==> src/rtl/trap_ctrl.sv <==
// M/U-mode trap controller: selects interrupts/exceptions/mret at commit, owns the
// machine trap CSRs and issues a held pipeline redirect until fetch accepts it.
module trap_ctrl #(
    parameter int              XLEN        = 32,
    parameter logic [XLEN-1:0] MTVEC_RESET = '0
) (
    input  logic            clk,
    input  logic            rst,
    input  logic            req_valid,
    output logic            req_ready,
    input  logic [19:0]     req_exc,
    input  logic            req_mret,
    input  logic [XLEN-1:0] req_epc,
    input  logic [XLEN-1:0] req_tval,
    input  logic [XLEN-1:0] int_pc,
    input  logic            int_allow,
    input  logic            irq_msip,
    input  logic            irq_mtip,
    input  logic            irq_meip,
    input  logic            csr_we,
    input  logic [11:0]     csr_addr,
    input  logic [XLEN-1:0] csr_wdata,
    output logic [XLEN-1:0] csr_rdata,
    output logic            redirect_valid,
    input  logic            redirect_ready,
    output logic [XLEN-1:0] redirect_pc,
    output logic [1:0]      priv
);
    typedef enum logic [0:0] {IDLE, REDIRECT} state_t;

    localparam logic [1:0]  PRIV_M   = 2'b11;
    localparam logic [1:0]  PRIV_U   = 2'b00;
    localparam logic [19:0] EXC_MASK = 20'h0BBFF;
    // Highest priority first.
    localparam logic [4:0]  EXC_ORDER [14] = '{5'd3, 5'd12, 5'd1, 5'd2, 5'd0, 5'd8, 5'd9,
                                               5'd11, 5'd4, 5'd6, 5'd13, 5'd15, 5'd5, 5'd7};

    function automatic logic [4:0] exc_code(input logic [19:0] e);
        logic [4:0] c;
        c = 5'd0;
        for (int i = 13; i >= 0; i--) begin
            if (e[EXC_ORDER[i]]) c = EXC_ORDER[i];
        end
        return c;
    endfunction

    state_t          state_q, state_d;
    logic [1:0]      priv_q, priv_d;
    logic            mstat_mie_q, mstat_mie_d;
    logic            mpie_q, mpie_d;
    logic [1:0]      mpp_q, mpp_d;
    logic [2:0]      mie_q, mie_d;      // {MEIE, MTIE, MSIE}
    logic [XLEN-1:0] mtvec_q, mtvec_d;
    logic [XLEN-1:0] mepc_q, mepc_d;
    logic [XLEN-1:0] mcause_q, mcause_d;
    logic [XLEN-1:0] mtval_q, mtval_d;
    logic [XLEN-1:0] rpc_q, rpc_d;

    logic [2:0]      pend;
    logic            int_take, exc_any, exc_take, mret_take, idle;
    logic [4:0]      code;
    logic [XLEN-1:0] epc, tval, vec_off, mstatus_v, mip_v;

    always_ff @(posedge clk or posedge rst) begin
        if (rst) begin
            state_q     <= IDLE;
            priv_q      <= PRIV_M;
            mstat_mie_q <= 1'b0;
            mpie_q      <= 1'b0;
            mpp_q       <= PRIV_U;
            mie_q       <= '0;
            mtvec_q     <= MTVEC_RESET;
            mepc_q      <= '0;
            mcause_q    <= '0;
            mtval_q     <= '0;
            rpc_q       <= '0;
        end else begin
            state_q     <= state_d;
            priv_q      <= priv_d;
            mstat_mie_q <= mstat_mie_d;
            mpie_q      <= mpie_d;
            mpp_q       <= mpp_d;
            mie_q       <= mie_d;
            mtvec_q     <= mtvec_d;
            mepc_q      <= mepc_d;
            mcause_q    <= mcause_d;
            mtval_q     <= mtval_d;
            rpc_q       <= rpc_d;
        end
    end

    always_comb begin
        state_d     = state_q;
        priv_d      = priv_q;
        mstat_mie_d = mstat_mie_q;
        mpie_d      = mpie_q;
        mpp_d       = mpp_q;
        mie_d       = mie_q;
        mtvec_d     = mtvec_q;
        mepc_d      = mepc_q;
        mcause_d    = mcause_q;
        mtval_d     = mtval_q;
        rpc_d       = rpc_q;

        idle      = (state_q == IDLE);
        pend      = {irq_meip, irq_mtip, irq_msip} & mie_q;
        int_take  = idle && int_allow && (|pend) && ((priv_q == PRIV_U) || mstat_mie_q);
        exc_any   = |(req_exc & EXC_MASK);
        exc_take  = idle && !int_take && req_valid && exc_any;
        mret_take = idle && !int_take && req_valid && !exc_any && req_mret;
        req_ready = idle && !int_take;

        code    = int_take ? (pend[2] ? 5'd11 : (pend[0] ? 5'd3 : 5'd7))
                           : exc_code(req_exc & EXC_MASK);
        epc     = int_take ? int_pc : req_epc;
        tval    = int_take ? '0 : req_tval;
        // Vectored mode only offsets interrupts; exceptions always land on the base.
        vec_off = (int_take && (mtvec_q[1:0] == 2'b01)) ? {{(XLEN-7){1'b0}}, code, 2'b00} : '0;

        case (state_q)
            IDLE: begin
                if (int_take || exc_take) begin
                    mepc_d      = epc & ~(XLEN'(3));
                    mcause_d    = {int_take, {(XLEN-6){1'b0}}, code};
                    mtval_d     = tval;
                    mpie_d      = mstat_mie_q;
                    mstat_mie_d = 1'b0;
                    mpp_d       = priv_q;
                    priv_d      = PRIV_M;
                    rpc_d       = {mtvec_q[XLEN-1:2], 2'b00} + vec_off;
                    state_d     = REDIRECT;
                end else if (mret_take) begin
                    priv_d      = mpp_q;
                    mstat_mie_d = mpie_q;
                    mpie_d      = 1'b1;
                    mpp_d       = PRIV_U;
                    rpc_d       = mepc_q;
                    state_d     = REDIRECT;
                end else if (csr_we) begin
                    case (csr_addr)
                        12'h300: begin
                            mstat_mie_d = csr_wdata[3];
                            mpie_d      = csr_wdata[7];
                            if (csr_wdata[12:11] == PRIV_M || csr_wdata[12:11] == PRIV_U)
                                mpp_d = csr_wdata[12:11];
                        end
                        12'h304: mie_d    = {csr_wdata[11], csr_wdata[7], csr_wdata[3]};
                        12'h305: mtvec_d  = {csr_wdata[XLEN-1:2],
                                             csr_wdata[1] ? 2'b00 : csr_wdata[1:0]};
                        12'h341: mepc_d   = csr_wdata & ~(XLEN'(3));
                        12'h342: mcause_d = csr_wdata;
                        12'h343: mtval_d  = csr_wdata;
                        default: ;
                    endcase
                end
            end
            REDIRECT: begin
                if (redirect_ready) state_d = IDLE;
            end
            default: state_d = IDLE;
        endcase
    end

    always_comb begin
        mstatus_v        = '0;
        mstatus_v[3]     = mstat_mie_q;
        mstatus_v[7]     = mpie_q;
        mstatus_v[12:11] = mpp_q;
        mip_v            = '0;
        mip_v[3]         = irq_msip;
        mip_v[7]         = irq_mtip;
        mip_v[11]        = irq_meip;
        case (csr_addr)
            12'h300: csr_rdata = mstatus_v;
            12'h304: csr_rdata = {{(XLEN-12){1'b0}}, mie_q[2], 3'b000, mie_q[1], 3'b000,
                                  mie_q[0], 3'b000};
            12'h305: csr_rdata = mtvec_q;
            12'h341: csr_rdata = mepc_q;
            12'h342: csr_rdata = mcause_q;
            12'h343: csr_rdata = mtval_q;
            12'h344: csr_rdata = mip_v;
            default: csr_rdata = '0;
        endcase
    end

    assign redirect_valid = (state_q == REDIRECT);
    assign redirect_pc    = rpc_q;
    assign priv           = priv_q;
endmodule

==> config.mk <==
export PLATFORM = sky130hd
export DESIGN_NAME = trap_ctrl
export DESIGN_NICKNAME = d
export VERILOG_FILES = /design/src/rtl/trap_ctrl.sv
export SDC_FILE = /design/constraint.sdc
export NUM_CORES = 1
export LEC_CHECK = 0
export CAP_MARGIN = 20
export CORE_ASPECT_RATIO = 0.5
export CORE_MARGIN = 4
export CORE_UTILIZATION = 30
export DETAILED_ROUTE_END_ITERATION = 6
export GPL_TIMING_DRIVEN = 0
export PLACE_DENSITY_LB_ADDON = 0.05
export SLEW_MARGIN = 10
export SYNTH_ARGS = -nofsm -noshare
export SYNTH_HDL_FRONTEND = slang
export SYNTH_SLANG_ARGS = --single-unit
==> constraint.sdc <==
create_clock -name clk -period 11.4 [get_ports clk]
set_input_delay 1.71 -clock clk [delete_from_list [all_inputs] [get_ports clk]]
set_output_delay 1.71 -clock clk [all_outputs]
set_load 0.02 [all_outputs]
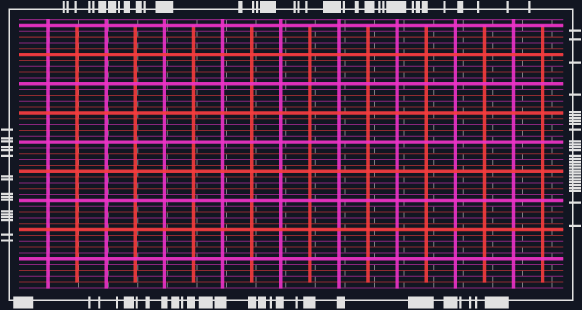
floorplan.png
Pins as bars on the die edge. Tap cells in grey.
[red] VDD
[magenta] VSS
rows: 46
met5 straps: 9
met1 rails: 47

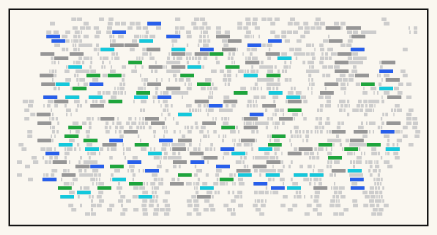
ff_map.png
[green] `mtvec_q` | flops: 31
[blue] `mepc_q` | flops: 30 | where: all over the die
[cyan] `mtval_q` | flops: 32

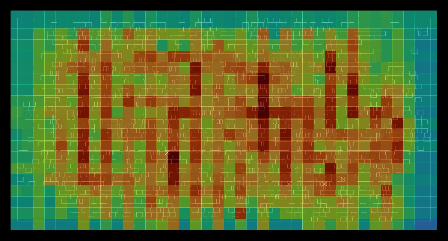
congestion_map.png
M3 GR Usage: 4.98%
Most Crowded Layer GR: met2

==> results.toml <==
# physical design summary
[status]
status = "complete, but fails checks"
violations = "design-rule violations"

[final_timing]
max_freq_mhz = 140
clock_skew_ns = 0.0146
drv_slew = 0

[global_route]
grt_overflow = 0
grt_max_degree = 87
grt_usage_pct = 26.1
grt_pass1_wl_microns = 67200

[setup_path]
r2r_slack_ns = 6.55
rr_endpoint = "redirect_pc[23]$_DFFE_PP0P_"
cp.required_ns = 9.69
cp-start-kind = "primary input"

[clock_tree]
cts_setup_buffers = 0
cts.sinks = 165
cts_buffers = 17

[synth]
synth.distinct_cells = 67
synth.yosys.num_cells = 1028

[die]
coreArea_sq_mm = 0.0318

[drt]
drc_errors = 16

[pwr]
p_leak_nw = 5.41
-- power by group --
| group | switching [mW] | internal (mW) |
|---|---|---|
| Combinational | 0.290 | 0.278 |
| Sequential | 0.125 | 0.748 |
| Clock | 0.264 | 0.367 |
-- cells by family (layout without fill, tap and decap cells) --
kind of cell             count (synthesis)  in the layout
AND/OR/NAND/NOR                        357            357
AND-OR/OR-AND                          243            243
flip-flops                             165            165
buffers and inverters                  121            379
multiplexers                           113            113
XOR/XNOR                                23             23
adder cells (fa/ha/maj)                  5              5
other                                    1              2
-- worst max-delay path: cells and delay by family --
kind                   cells  cell delay (ns)
buffers and inverters      4             2.08
AND-OR/OR-AND              1             0.27
AND/OR/NAND/NOR            3             1.34
Power figures rest on the tool's default switching activity, not on a simulated workload.
